### Metal 1

Bar = 20 um.
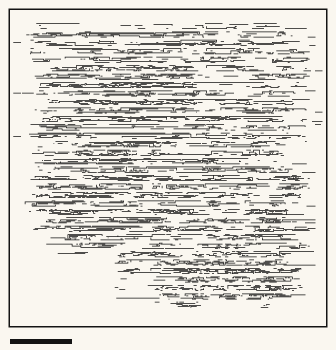
### M2 wires

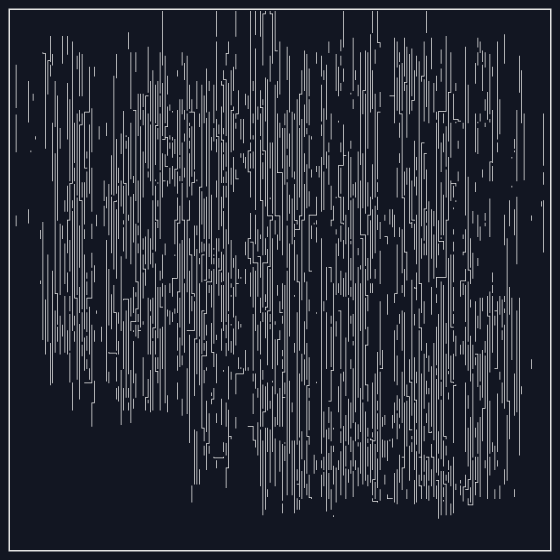
### Metal 3

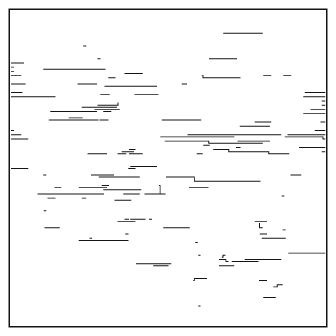
### The metal 4 layer

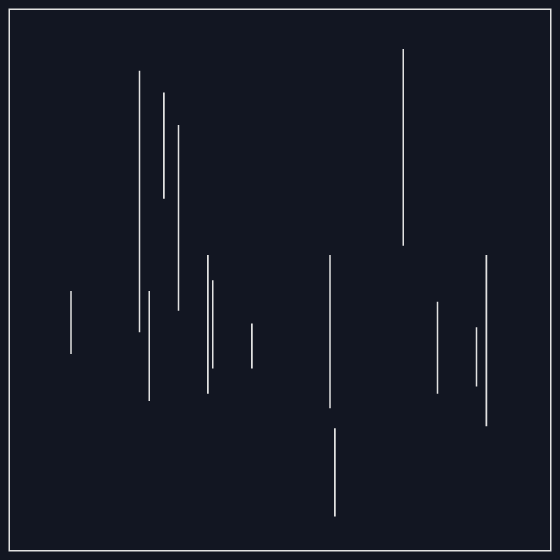
`src/rtl/alu_pkg.sv`:
```
// Shared constants for the sequential ALU: opcodes, FSM encoding, flag indices.
package alu_pkg;

    // Legacy opcodes 0-7, extended opcodes 8-11; 12-15 are illegal
    localparam int unsigned OP_HLT = 0;
    localparam int unsigned OP_SKZ = 1;
    localparam int unsigned OP_ADD = 2;
    localparam int unsigned OP_AND = 3;
    localparam int unsigned OP_XOR = 4;
    localparam int unsigned OP_LDA = 5;
    localparam int unsigned OP_STO = 6;
    localparam int unsigned OP_JMP = 7;
    localparam int unsigned OP_SUB = 8;
    localparam int unsigned OP_MUL = 9;
    localparam int unsigned OP_SHL = 10;
    localparam int unsigned OP_SHR = 11;

    // FSM state encoding
    localparam int unsigned ST_W        = 1;
    localparam logic [0:0]  ST_IDLE     = 1'b0;
    localparam logic [0:0]  ST_MUL_BUSY = 1'b1;

    // Bit positions inside the registered flag vector
    localparam int unsigned FLAG_W    = 4;
    localparam int unsigned FLG_ZERO  = 0;
    localparam int unsigned FLG_CARRY = 1;
    localparam int unsigned FLG_NEG   = 2;
    localparam int unsigned FLG_OVF   = 3;

endpackage

```
`src/rtl/alu_mul_seq.sv`:
```
// Unsigned shift-add multiplier: WIDTH partial-product steps, done pulses with prod valid.
// The first step is folded into the start edge so done registers WIDTH-1 edges later,
// letting the parent register the product exactly WIDTH edges after start.
module alu_mul_seq #(
    parameter int unsigned WIDTH = 8
) (
    input  logic                 clk,
    input  logic                 rst,
    input  logic                 start,
    input  logic [WIDTH-1:0]     a,
    input  logic [WIDTH-1:0]     b,
    output logic                 done,
    output logic [2*WIDTH-1:0]   prod
);

    localparam int unsigned PW = 2 * WIDTH;
    localparam int unsigned CW = $clog2(WIDTH) + 1;

    logic [PW-1:0]    mcand;
    logic [WIDTH-1:0] mplier;
    logic [CW-1:0]    cnt;
    logic             busy;

    // Load on start, then accumulate one shifted multiplicand per cycle
    always_ff @(posedge clk or posedge rst) begin
        if (rst) begin
            done   <= 1'b0;
            prod   <= '0;
            mcand  <= '0;
            mplier <= '0;
            cnt    <= '0;
            busy   <= 1'b0;
        end else begin
            done <= 1'b0;
            if (start) begin
                prod   <= b[0] ? PW'(a) : '0;
                mcand  <= PW'(a) << 1;
                mplier <= b >> 1;
                cnt    <= CW'(WIDTH - 1);
                busy   <= 1'b1;
            end else if (busy) begin
                if (mplier[0]) begin
                    prod <= prod + mcand;
                end
                mcand  <= mcand << 1;
                mplier <= mplier >> 1;
                cnt    <= cnt - CW'(1);
                if (cnt == CW'(1)) begin
                    busy <= 1'b0;
                    done <= 1'b1;
                end
            end
        end
    end

endmodule

```
`src/rtl/alu_seq_unit.sv`:
```
// Registered Simple-RISC ALU with valid/ready input and a multi-cycle MUL.
module alu_seq_unit
    import alu_pkg::*;
#(
    parameter int unsigned WIDTH  = 8,
    parameter int unsigned OPW    = 4,
    parameter bit          MUL_EN = 1'b1
) (
    input  logic             clk,
    input  logic             rst,
    input  logic             in_valid,
    output logic             in_ready,
    input  logic [OPW-1:0]   opcode,
    input  logic [WIDTH-1:0] inA,
    input  logic [WIDTH-1:0] inB,
    output logic             out_valid,
    output logic [WIDTH-1:0] result,
    output logic             is_zero,
    output logic             carry,
    output logic             negative,
    output logic             overflow
);

    localparam int unsigned SW = $clog2(WIDTH);

    logic [ST_W-1:0]    state, state_nxt;
    logic               ready_nxt;
    logic               out_valid_nxt;
    logic [WIDTH-1:0]   result_nxt;
    logic [FLAG_W-1:0]  flags, flags_nxt;

    logic [WIDTH:0]     sum_w, diff_w, shl_w, shr_w;
    logic [SW-1:0]      amt;
    logic [WIDTH-1:0]   op_res;
    logic               op_c, op_v;
    logic               is_mul;

    logic               mul_start;
    logic               mul_done;
    logic [2*WIDTH-1:0] mul_prod;

    assign amt    = inB[SW-1:0];
    assign sum_w  = {1'b0, inA} + {1'b0, inB};
    assign diff_w = {1'b0, inA} - {1'b0, inB};
    assign shl_w  = {1'b0, inA} << amt;
    assign shr_w  = {inA, 1'b0} >> amt;
    assign is_mul = (opcode == OPW'(OP_MUL));

    alu_mul_seq #(.WIDTH(WIDTH)) u_mul (
        .clk   (clk),
        .rst   (rst),
        .start (mul_start),
        .a     (inA),
        .b     (inB),
        .done  (mul_done),
        .prod  (mul_prod)
    );

    // Single-cycle operation mux; MUL (when enabled) and illegal codes fall to zero here
    always_comb begin
        op_res = '0;
        op_c   = 1'b0;
        op_v   = 1'b0;
        case (opcode)
            OPW'(OP_HLT), OPW'(OP_SKZ), OPW'(OP_STO), OPW'(OP_JMP): op_res = inA;
            OPW'(OP_LDA): op_res = inB;
            OPW'(OP_AND): op_res = inA & inB;
            OPW'(OP_XOR): op_res = inA ^ inB;
            OPW'(OP_ADD): begin
                op_res = sum_w[WIDTH-1:0];
                op_c   = sum_w[WIDTH];
                op_v   = (inA[WIDTH-1] == inB[WIDTH-1]) && (sum_w[WIDTH-1] != inA[WIDTH-1]);
            end
            OPW'(OP_SUB): begin
                op_res = diff_w[WIDTH-1:0];
                op_c   = diff_w[WIDTH];
                op_v   = (inA[WIDTH-1] != inB[WIDTH-1]) && (diff_w[WIDTH-1] != inA[WIDTH-1]);
            end
            OPW'(OP_SHL): begin
                op_res = shl_w[WIDTH-1:0];
                op_c   = shl_w[WIDTH];
            end
            OPW'(OP_SHR): begin
                op_res = shr_w[WIDTH:1];
                op_c   = shr_w[0];
            end
            default: begin
                op_res = '0;
            end
        endcase
    end

    // Next-state and next-output logic
    always_comb begin
        state_nxt     = state;
        out_valid_nxt = 1'b0;
        result_nxt    = result;
        flags_nxt     = flags;
        mul_start     = 1'b0;
        case (state)
            ST_IDLE: begin
                if (in_valid && in_ready) begin
                    if (MUL_EN && is_mul) begin
                        mul_start = 1'b1;
                        state_nxt = ST_MUL_BUSY;
                    end else begin
                        out_valid_nxt        = 1'b1;
                        result_nxt           = op_res;
                        flags_nxt[FLG_ZERO]  = (op_res == '0);
                        flags_nxt[FLG_CARRY] = op_c;
                        flags_nxt[FLG_NEG]   = op_res[WIDTH-1];
                        flags_nxt[FLG_OVF]   = op_v;
                    end
                end
            end
            ST_MUL_BUSY: begin
                if (mul_done) begin
                    state_nxt            = ST_IDLE;
                    out_valid_nxt        = 1'b1;
                    result_nxt           = mul_prod[WIDTH-1:0];
                    flags_nxt[FLG_ZERO]  = (mul_prod[WIDTH-1:0] == '0);
                    flags_nxt[FLG_CARRY] = |mul_prod[2*WIDTH-1:WIDTH];
                    flags_nxt[FLG_NEG]   = mul_prod[WIDTH-1];
                    flags_nxt[FLG_OVF]   = 1'b0;
                end
            end
            default: begin
                state_nxt = ST_IDLE;
            end
        endcase
    end

    assign ready_nxt = (state_nxt == ST_IDLE);

    // State and output registers
    always_ff @(posedge clk or posedge rst) begin
        if (rst) begin
            state           <= ST_IDLE;
            in_ready        <= 1'b1;
            out_valid       <= 1'b0;
            result          <= '0;
            flags           <= '0;
            flags[FLG_ZERO] <= 1'b1;
        end else begin
            state     <= state_nxt;
            in_ready  <= ready_nxt;
            out_valid <= out_valid_nxt;
            result    <= result_nxt;
            flags     <= flags_nxt;
        end
    end

    assign is_zero  = flags[FLG_ZERO];
    assign carry    = flags[FLG_CARRY];
    assign negative = flags[FLG_NEG];
    assign overflow = flags[FLG_OVF];

endmodule
```
`config.mk`:
```
export PLATFORM = sky130hd
export DESIGN_NAME = alu_seq_unit
export DESIGN_NICKNAME = d
export VERILOG_FILES = /design/src/rtl/alu_pkg.sv /design/src/rtl/alu_mul_seq.sv /design/src/rtl/alu_seq_unit.sv
export SDC_FILE = /design/constraint.sdc
export NUM_CORES = 1
export LEC_CHECK = 0
export CAP_MARGIN = 20
export CORE_MARGIN = 3
export CORE_UTILIZATION = 55
export DETAILED_ROUTE_END_ITERATION = 7
export PLACE_DENSITY = 0.85
export SLEW_MARGIN = 20
export SYNTH_ARGS = -nofsm -noshare
export SYNTH_HDL_FRONTEND = slang
export SYNTH_SLANG_ARGS = --single-unit
export TNS_END_PERCENT = 50
```
`constraint.sdc`:
```
create_clock -name clk -period 3.35 [get_ports clk]
set_clock_uncertainty 0.05 [all_clocks]
set_input_delay 0.67 -clock clk [delete_from_list [all_inputs] [get_ports clk]]
set_output_delay 0.67 -clock clk [all_outputs]
set_load 0.01 [all_outputs]
```
==> results.txt <==
The flow completed. The flow ran to the end, and the final reports show no timing, DRC or antenna violations. Die outline area landed at 10300 um^2. CTS placed an instance of clkbuf_8 at the clock tree root.

Max-slew violation count landed at 0. TritonCTS created 9 clock buffers. According to the floorplan log, the row count is 34.

In the final report, the number of endpoints failing setup comes to 0. Length of the first detailed-routing pass in iterations landed at 5. I/O pin total landed at 37. Logic gate share of total power landed at 0.462. The post-route utilization of the core is recorded as 0.683.

The post-placement cell area is 5770 um^2. Post-synth tally of flip-flops with integrated enable landed at 0. Summed over all nets, the switching power comes to 1.42 mW. Clock tree synthesis found a total of 58 sinks. Each instance of the synthesized netlist takes up on average 8.62 um^2.

Non-filler instance count after layout landed at 769. Nets still carrying antenna violations after routing amount to 0. After detailed routing, the number of remaining DRC violations is 0. Warnings reported by Yosys during synthesis add up to 0. Setup repair after global routing left no endpoint under its margin.

The cell sequence reported for the critical path is clkdlybuf4s50_1 > buf_4 > fa_1 > nor3b_1 > nor3_2 > a221o_1 > nand2_1 > nand4_1 > or3_2 > o41ai_2. Global-route wire length before repair landed at roughly 24 mm.
About 'Metal 1':
main direction: horizontal
longest straight run: 30.8 um
wire length on this layer: 6200 um
nets with wire on the layer: 652
wire length after detailed routing: 14.4 mm
via count: 4896
met1 track demand over resource in global routing: 0.382

About 'M2 wires':
share of all routed wire: 50%
longest straight run: 42.2 um
wire length on this layer: 7190 um
met2 track demand over resource in global routing: 0.496

About 'Metal 3':
nets with wire on the layer: 78
main direction: horizontal
met3 routing resource usage after global routing: 0.0365

About 'The metal 4 layer':
longest straight run: 49.0 um
wire length on this layer: 327 um
nets with wire on the layer: 13
share of all routed wire: 2.3%
main direction: vertical

[cell families after synthesis]
group                      after synthesis  share of synthesized area
and+or+nand+nor                        211                      0.214
AOI/OAI and AO/OA                      152                      0.199
buffers and inverters                   66                     0.0701
DFF                                     58                      0.289
muxes                                   44                      0.105
adders and majority gates               37                     0.0964
xor gates and xnor gates                16                     0.0278
[flip-flops by register name, summed over array words and instances, names as in the netlist]
name	cells
flags	4
in_ready	1
out_valid	1
result	7
state	1
u_mul.busy	1
u_mul.cnt	4
u_mul.done	1
u_mul.mcand	15
u_mul.mplier	7
u_mul.prod	16
[power by group through the flow]
stage,clock network (mW),logic (mW),registers (mW)
detailed placement,0,1.67,1.22
global route,0.805,1.90,1.24
CTS,0.769,1.69,1.21
floorplan,0,1.17,1.16
global placement,0,1.60,1.20
finish,0.766,1.70,1.21
[routing by layer]
layer  wire, um  vias up  track usage
li1           -     2280            -
met1       6200     2402        0.382
met2       7190      184        0.496
met3        716       30       0.0365
met4        327        0       0.0961
met5          0        -            0
[area by class of cell]
type / count / area share
well taps: 108 / 0.0225
flip-flops and latches: 58 / 0.242
multi-input cells: 460 / 0.538
inverters: 27 / 0.0169
repair buffers: 100 / 0.142
clock inverters: 5 / 0.0171
clock buffers: 11 / 0.0219
[stage by stage]
step / setup slack (ns) / hold slack (ns)
floorplan: 0.359 / 0.405
global placement: -0.0162 / 0.412
detailed placement: -0.113 / 0.419
CTS: 0.229 / 0.434
global route: 0.00992 / 0.481
finish: 0.192 / 0.428
[synth_stat cells, types with 4 or more instances]
library cell | number | area (um^2)
buf_4 | 5 | 37.5
a22oi_1 | 4 | 30.0
o21ai_0 | 40 | 200
a21oi_1 | 35 | 175
xnor2_1 | 12 | 105
nand3b_1 | 6 | 45.0
nor2b_1 | 6 | 37.5
o2111ai_1 | 4 | 35.0
nand2_1 | 80 | 300
a21o_1 | 5 | 37.5
nand3_1 | 14 | 70.1
nor3_1 | 17 | 85.1
o211ai_1 | 10 | 75.1
dfrtp_1 | 56 | 1400
a221oi_1 | 8 | 70.1
xor2_1 | 4 | 35.0
buf_1 | 4 | 15.0
a31oi_1 | 4 | 25.0
mux2i_1 | 38 | 380
ha_1 | 34 | 425
buf_2 | 8 | 40.0
nor2_1 | 38 | 143
o31ai_1 | 4 | 30.0
o22ai_1 | 5 | 31.3
clkbuf_1 | 12 | 45.0
nand4_1 | 4 | 25.0
or3_1 | 4 | 25.0
buf_6 | 6 | 67.6
nand2b_1 | 8 | 50.1
inv_1 | 25 | 93.8
a211oi_1 | 7 | 52.6
[worst min-delay path: stages (launching register included)]
cell and delay, ns:
dfrtp_1 0.34, nand2_1 0.05, o31ai_1 0.05
[repair_timing]
item | in CTS | in global routing
setup buffers | 0 | 0
resized | 0 | 1
setup endpoints to repair | 0 | 1
[final timing paths]
| path | from | to | cells past startpoint |
|---|---|---|---|
| max reg2reg | u_mul.mcand[1] | u_mul.prod[15] | 10 |
| min | flags[1] | flags[1] | 2 |
| min in group asynchronous | rst | flags[1] | 2 |
| min reg2reg | flags[1] | flags[1] | 2 |
| max in group asynchronous | rst | u_mul.mcand[8] | 3 |
| max | inB[1] | flags[0] | 10 |
Power and IR drop assume default switching activity.
